--- src/rtl/wb_stage_multilane.sv ---
// Multi-lane writeback stage: holds one MEM bundle, waits for per-lane load
// responses, extracts load data and retires all lanes to the register file.
//
// state | meaning
// EMPTY | no bundle held
// WAIT  | bundle held, at least one load response outstanding
// DONE  | bundle complete, retires when commit_ok
module wb_stage_multilane #(
    parameter int LANES  = 2,
    parameter int GPR_W  = 5,
    parameter int LSEL_W = 3
) (
    input  logic                      clk,
    input  logic                      rst,
    input  logic                      flush,
    input  logic                      commit_ok,
    input  logic                      in_valid,
    output logic                      in_ready,
    input  logic [LANES*GPR_W-1:0]    in_wnum,
    input  logic [LANES*32-1:0]       in_res,
    input  logic [LANES*LSEL_W-1:0]   in_load,
    input  logic [LANES*2-1:0]        in_align,
    input  logic [LANES*32-1:0]       in_rt,
    input  logic [LANES*32-1:0]       in_pc,
    input  logic [LANES-1:0]          rdata_valid,
    input  logic [LANES*32-1:0]       rdata,
    output logic [LANES-1:0]          wb_wen,
    output logic [LANES*GPR_W-1:0]    wb_wnum,
    output logic [LANES*32-1:0]       wb_wdata,
    output logic [LANES*GPR_W-1:0]   fwd_num,
    output logic [LANES-1:0]          fwd_ready,
    output logic [LANES*32-1:0]       fwd_data,
    output logic                      busy_wait,
    output logic [LANES*32-1:0]       debug_pc,
    output logic [LANES*4-1:0]        debug_wen,
    output logic [LANES*GPR_W-1:0]    debug_wnum,
    output logic [LANES*32-1:0]       debug_wdata
);

    localparam logic [LSEL_W-1:0] LD_NONE = LSEL_W'(0);
    localparam logic [LSEL_W-1:0] LD_LB   = LSEL_W'(1);
    localparam logic [LSEL_W-1:0] LD_LBU  = LSEL_W'(2);
    localparam logic [LSEL_W-1:0] LD_LH   = LSEL_W'(3);
    localparam logic [LSEL_W-1:0] LD_LHU  = LSEL_W'(4);
    localparam logic [LSEL_W-1:0] LD_LW   = LSEL_W'(5);
    localparam logic [LSEL_W-1:0] LD_LWL  = LSEL_W'(6);
    localparam logic [LSEL_W-1:0] LD_LWR  = LSEL_W'(7);

    typedef enum logic [1:0] {
        ST_EMPTY = 2'd0,
        ST_WAIT  = 2'd1,
        ST_DONE  = 2'd2
    } state_t;

    state_t state_q, state_d;

    logic [LANES-1:0][GPR_W-1:0]  wnum_q, wnum_d;
    logic [LANES-1:0][31:0]       res_q, res_d;
    logic [LANES-1:0][LSEL_W-1:0] load_q, load_d;
    logic [LANES-1:0][1:0]        align_q, align_d;
    logic [LANES-1:0][31:0]       rt_q, rt_d;
    logic [LANES-1:0][31:0]       pc_q, pc_d;
    logic [LANES-1:0][31:0]       buf_q, buf_d;
    logic [LANES-1:0]             have_q, have_d;
    logic [LANES-1:0]             drop_q, drop_d;

    logic [LANES-1:0][31:0]       final_data;
    logic [LANES-1:0]             awaiting;
    logic [LANES-1:0]             wen_c;
    logic                         has_data;
    logic                         retire;
    logic                         accept;

    function automatic logic [31:0] load_extract(
        input logic [LSEL_W-1:0] code,
        input logic [1:0]        a,
        input logic [31:0]       rt,
        input logic [31:0]       mem
    );
        logic [7:0]  b;
        logic [15:0] h;
        logic [4:0]  sh;
        logic [4:0]  sh_l;
        logic [31:0] r;
        sh   = {a, 3'b000};
        sh_l = {2'd3 - a, 3'b000};
        b    = mem[sh +: 8];
        h    = a[1] ? mem[31:16] : mem[15:0];
        case (code)
            LD_LB:   r = {{24{b[7]}}, b};
            LD_LBU:  r = {24'd0, b};
            LD_LH:   r = {{16{h[15]}}, h};
            LD_LHU:  r = {16'd0, h};
            LD_LW:   r = mem;
            // mem bytes [a:0] go to the top, rt keeps the low 3-a bytes
            LD_LWL:  r = (mem << sh_l) | (rt & (32'h00FF_FFFF >> sh));
            // mem bytes [3:a] go to the bottom, rt keeps the top a bytes
            LD_LWR:  r = (mem >> sh) | (rt & ~(32'hFFFF_FFFF >> sh));
            default: r = 32'd0;
        endcase
        return r;
    endfunction

    assign has_data  = (state_q != ST_EMPTY);
    assign in_ready  = (state_q == ST_EMPTY) || ((state_q == ST_DONE) && commit_ok);
    assign accept    = in_valid && in_ready && !flush;
    assign retire    = (state_q == ST_DONE) && commit_ok && !flush;
    assign busy_wait = (state_q == ST_WAIT);

    always_comb begin
        for (int i = 0; i < LANES; i++) begin
            awaiting[i]   = (state_q == ST_WAIT) && (load_q[i] != LD_NONE) && !have_q[i];
            final_data[i] = (load_q[i] != LD_NONE) ?
                            load_extract(load_q[i], align_q[i], rt_q[i], buf_q[i]) : res_q[i];
        end
    end

    // Only the youngest lane writing a given register retires its write.
    always_comb begin
        for (int i = 0; i < LANES; i++) begin
            wen_c[i] = retire && (wnum_q[i] != '0);
            for (int j = i + 1; j < LANES; j++) begin
                if (wnum_q[j] == wnum_q[i]) wen_c[i] = 1'b0;
            end
        end
    end

    always_comb begin
        for (int i = 0; i < LANES; i++) begin
            wb_wnum[i*GPR_W +: GPR_W]  = wnum_q[i];
            wb_wdata[i*32 +: 32]        = final_data[i];
            fwd_num[i*GPR_W +: GPR_W]  = has_data ? wnum_q[i] : '0;
            fwd_ready[i]                = has_data && have_q[i];
            fwd_data[i*32 +: 32]        = final_data[i];
        end
        wb_wen = wen_c;
    end

    always_comb begin
        state_d = state_q;
        wnum_d  = wnum_q;
        res_d   = res_q;
        load_d  = load_q;
        align_d = align_q;
        rt_d    = rt_q;
        pc_d    = pc_q;
        buf_d   = buf_q;
        have_d  = have_q;
        drop_d  = drop_q;

        for (int i = 0; i < LANES; i++) begin
            if (rdata_valid[i] && drop_q[i]) drop_d[i] = 1'b0;

            if (flush) begin
                have_d[i] = 1'b0;
                // A response arriving with the flush belongs to the dead load.
                if (awaiting[i] && !(rdata_valid[i] && !drop_q[i])) drop_d[i] = 1'b1;
            end else if (accept) begin
                wnum_d[i]  = in_wnum[i*GPR_W +: GPR_W];
                res_d[i]   = in_res[i*32 +: 32];
                load_d[i]  = in_load[i*LSEL_W +: LSEL_W];
                align_d[i] = in_align[i*2 +: 2];
                rt_d[i]    = in_rt[i*32 +: 32];
                pc_d[i]    = in_pc[i*32 +: 32];
                if (in_load[i*LSEL_W +: LSEL_W] == LD_NONE) begin
                    have_d[i] = 1'b1;
                end else if (rdata_valid[i] && !drop_q[i]) begin
                    have_d[i] = 1'b1;
                    buf_d[i]  = rdata[i*32 +: 32];
                end else begin
                    have_d[i] = 1'b0;
                end
            end else if (awaiting[i] && rdata_valid[i] && !drop_q[i]) begin
                have_d[i] = 1'b1;
                buf_d[i]  = rdata[i*32 +: 32];
            end else if (retire) begin
                have_d[i] = 1'b0;
            end
        end

        if (flush) begin
            state_d = ST_EMPTY;
        end else if (accept) begin
            state_d = (&have_d) ? ST_DONE : ST_WAIT;
        end else begin
            case (state_q)
                ST_WAIT: if (&have_d) state_d = ST_DONE;
                ST_DONE: if (commit_ok) state_d = ST_EMPTY;
                default: state_d = ST_EMPTY;
            endcase
        end
    end

    always_ff @(posedge clk) begin
        if (!rst) begin
            state_q <= ST_EMPTY;
            wnum_q  <= '0;
            res_q   <= '0;
            load_q  <= '0;
            align_q <= '0;
            rt_q    <= '0;
            pc_q    <= '0;
            buf_q   <= '0;
            have_q  <= '0;
            drop_q  <= '0;
        end else begin
            state_q <= state_d;
            wnum_q  <= wnum_d;
            res_q   <= res_d;
            load_q  <= load_d;
            align_q <= align_d;
            rt_q    <= rt_d;
            pc_q    <= pc_d;
            buf_q   <= buf_d;
            have_q  <= have_d;
            drop_q  <= drop_d;
        end
    end

    always_ff @(posedge clk) begin
        if (!rst) begin
            debug_pc    <= '0;
            debug_wen   <= '0;
            debug_wnum  <= '0;
            debug_wdata <= '0;
        end else begin
            for (int i = 0; i < LANES; i++) begin
                debug_wen[i*4 +: 4]          <= {4{wen_c[i]}};
                debug_pc[i*32 +: 32]         <= retire ? pc_q[i] : 32'd0;
                debug_wnum[i*GPR_W +: GPR_W] <= retire ? wnum_q[i] : '0;
                debug_wdata[i*32 +: 32]      <= retire ? final_data[i] : 32'd0;
            end
        end
    end

endmodule

--- config.mk ---
export PLATFORM = sky130hd
export DESIGN_NAME = wb_stage_multilane
export DESIGN_NICKNAME = d
export VERILOG_FILES = /design/src/rtl/wb_stage_multilane.sv
export SDC_FILE = /design/constraint.sdc
export NUM_CORES = 1
export LEC_CHECK = 0
export CAP_MARGIN = 20
export CELL_PAD_IN_SITES_DETAIL_PLACEMENT = 1
export CELL_PAD_IN_SITES_GLOBAL_PLACEMENT = 1
export CORE_ASPECT_RATIO = 1.4
export CORE_UTILIZATION = 35
export CTS_CLUSTER_SIZE = 14
export DETAILED_ROUTE_END_ITERATION = 12
export PLACE_DENSITY_LB_ADDON = 0.1
export SETUP_SLACK_MARGIN = 0.02
export SKIP_CTS_REPAIR_TIMING = 1
export SLEW_MARGIN = 25
export SYNTH_ARGS = -nofsm -noshare
export SYNTH_HDL_FRONTEND = slang
export SYNTH_SLANG_ARGS = --single-unit
--- constraint.sdc ---
create_clock -name clk -period 2.8 [get_ports clk]
set_input_delay 0.56 -clock clk [delete_from_list [all_inputs] [get_ports clk]]
set_output_delay 0.56 -clock clk [all_outputs]
set_load 0.03 [all_outputs]
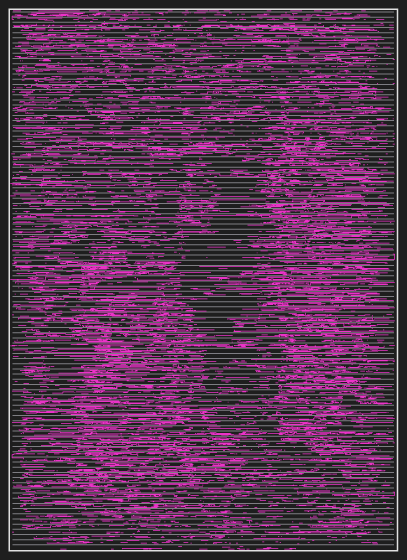
layer_met1.png
Supply wires on this layer in gray.
share of all routed wire = 38%
longest straight run = 61.2 um
main direction = horizontal

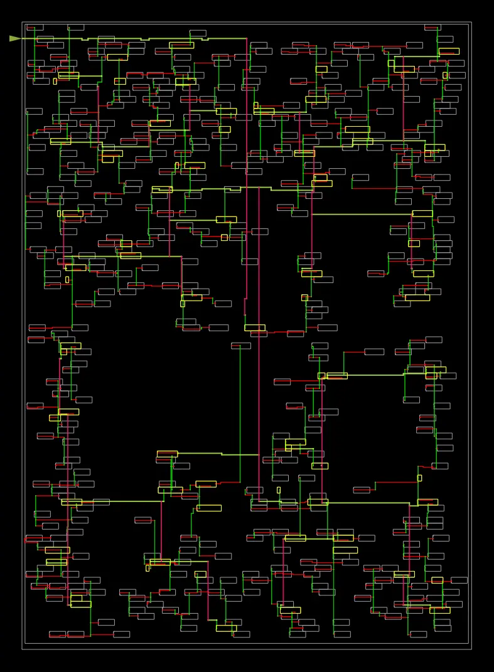
clocks.png
Worst Clk Skew: 0.0114 ns
Seq cells: 422
Power Clock: 6.52 mW
CLK BUF: 62
CTS Buf Count: 45

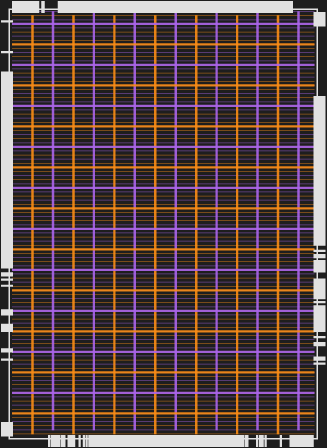
power_grid.png
Pins as bars on the die edge.
VSS -> orange
VDD -> purple
rows = 103
met1 rails = 104
met5 straps = 20

==> notes.md <==
run metrics: Tot Pwr=16.3 mW, drt total wl=87,300 um, Buffers, non-clock=781, antenna violations before repair=12, gr usage total=0.284, Tap Count=about 740, violation count after the first detailed-route iteration=933, number of OpenROAD warnings=30, # Cells Yosys=2,285, Final TNS setup=-26.16 ns, xor/xnor share=0.00264, Avg Cell Area, Syn=8.70 um^2, I/O pin cnt=583, total gr overflow=0, Synth async-reset ratio=0, Crit Path Class=reg2out, Post-synth top cells=481 x nand2_1, 422 x dfxtp_1, 155 x mux2i_1, maximum VDD drop=0.397 mV, H-tree depth=2, dominant register cell=dfxtp_1, Commonest Layout Cell=nand2_1, largest net degree at the start of global routing=134, worst hold-check path type=reg2reg, Adder-Cell Fraction of Synth Area=0, post-route ant nets=0, Max-area cell class=logic gates, final hold violations=0, Synth-to-Final Area Change=53.8%, Final Instance Area=0.0305 mm^2, largest cells by area after synthesis=dfxtp_1 43%, nand2_1 9.1%, mux2i_1 7.8%, IO buf count=a little under 600, Crit. End Element=output port, Seq cells post-synth=422, CP Launch Point=align_q[2], fillers=6,213, vias in the first global route=19,800, count leader, synth=nand2_1, RSZ-0062 raised after global routing=yes, sw frac=0.285, Late-Pin Clk Latency=0.59 ns, Tcrit/Tclk final=1.11, setup violators final=128, Buf/Inv on CP=3, Logic pwr share=0.210, layout cells sized above 1=0.222, Slowest-stage cell, CP=dfxtp_4, P_seq=around 6.4 mW, Max-cap violations=0, leading area contributor after synthesis=dfxtp_1, yosys warns=0, fin util=0.544, CTS tree=built, CP max stage delay=about 0.44 ns, PnR worst setup slack=-0.309 ns, violated checks=setup timing, Hold Crit Start=pc_q[58], Pre-antenna DRT Iters=5, Avg WL per Cell=24.0 um, status=finished, violations left, core area=0.0562 mm^2, Post-synth EDFFs=0, placed cell area=between 0.02 and 0.03 mm^2, Vias/cell=5.31, Inst Count DP=3,489, Critical Path Source Type=flop, Synth cell types=roughly 74
-- state kept, by name, summed over array words and instances (netlist names) --
name / count
res_q: 64
align_q: 4
drop_q: 2
debug_wen: 2
have_q: 2
debug_wnum: 10
state_q: 2
pc_q: 64
rt_q: 64
debug_wdata: 64
buf_q: 64
wb_wnum: 10
debug_pc: 64
load_q: 6
-- layer usage --
layer | wire length (um) | global-route usage | share of wire | vias up
met5 | 70 | 0 | 0.00080 | -
met4 | 3900 | 0.121 | 0.045 | 12
met3 | 4120 | 0.0471 | 0.047 | 169
met2 | 46400 | 0.529 | 0.53 | 574
met1 | 32800 | 0.311 | 0.38 | 9559
li1 | - | - | - | 8983
No activity file was given, so power comes from the tool's default toggle rates.
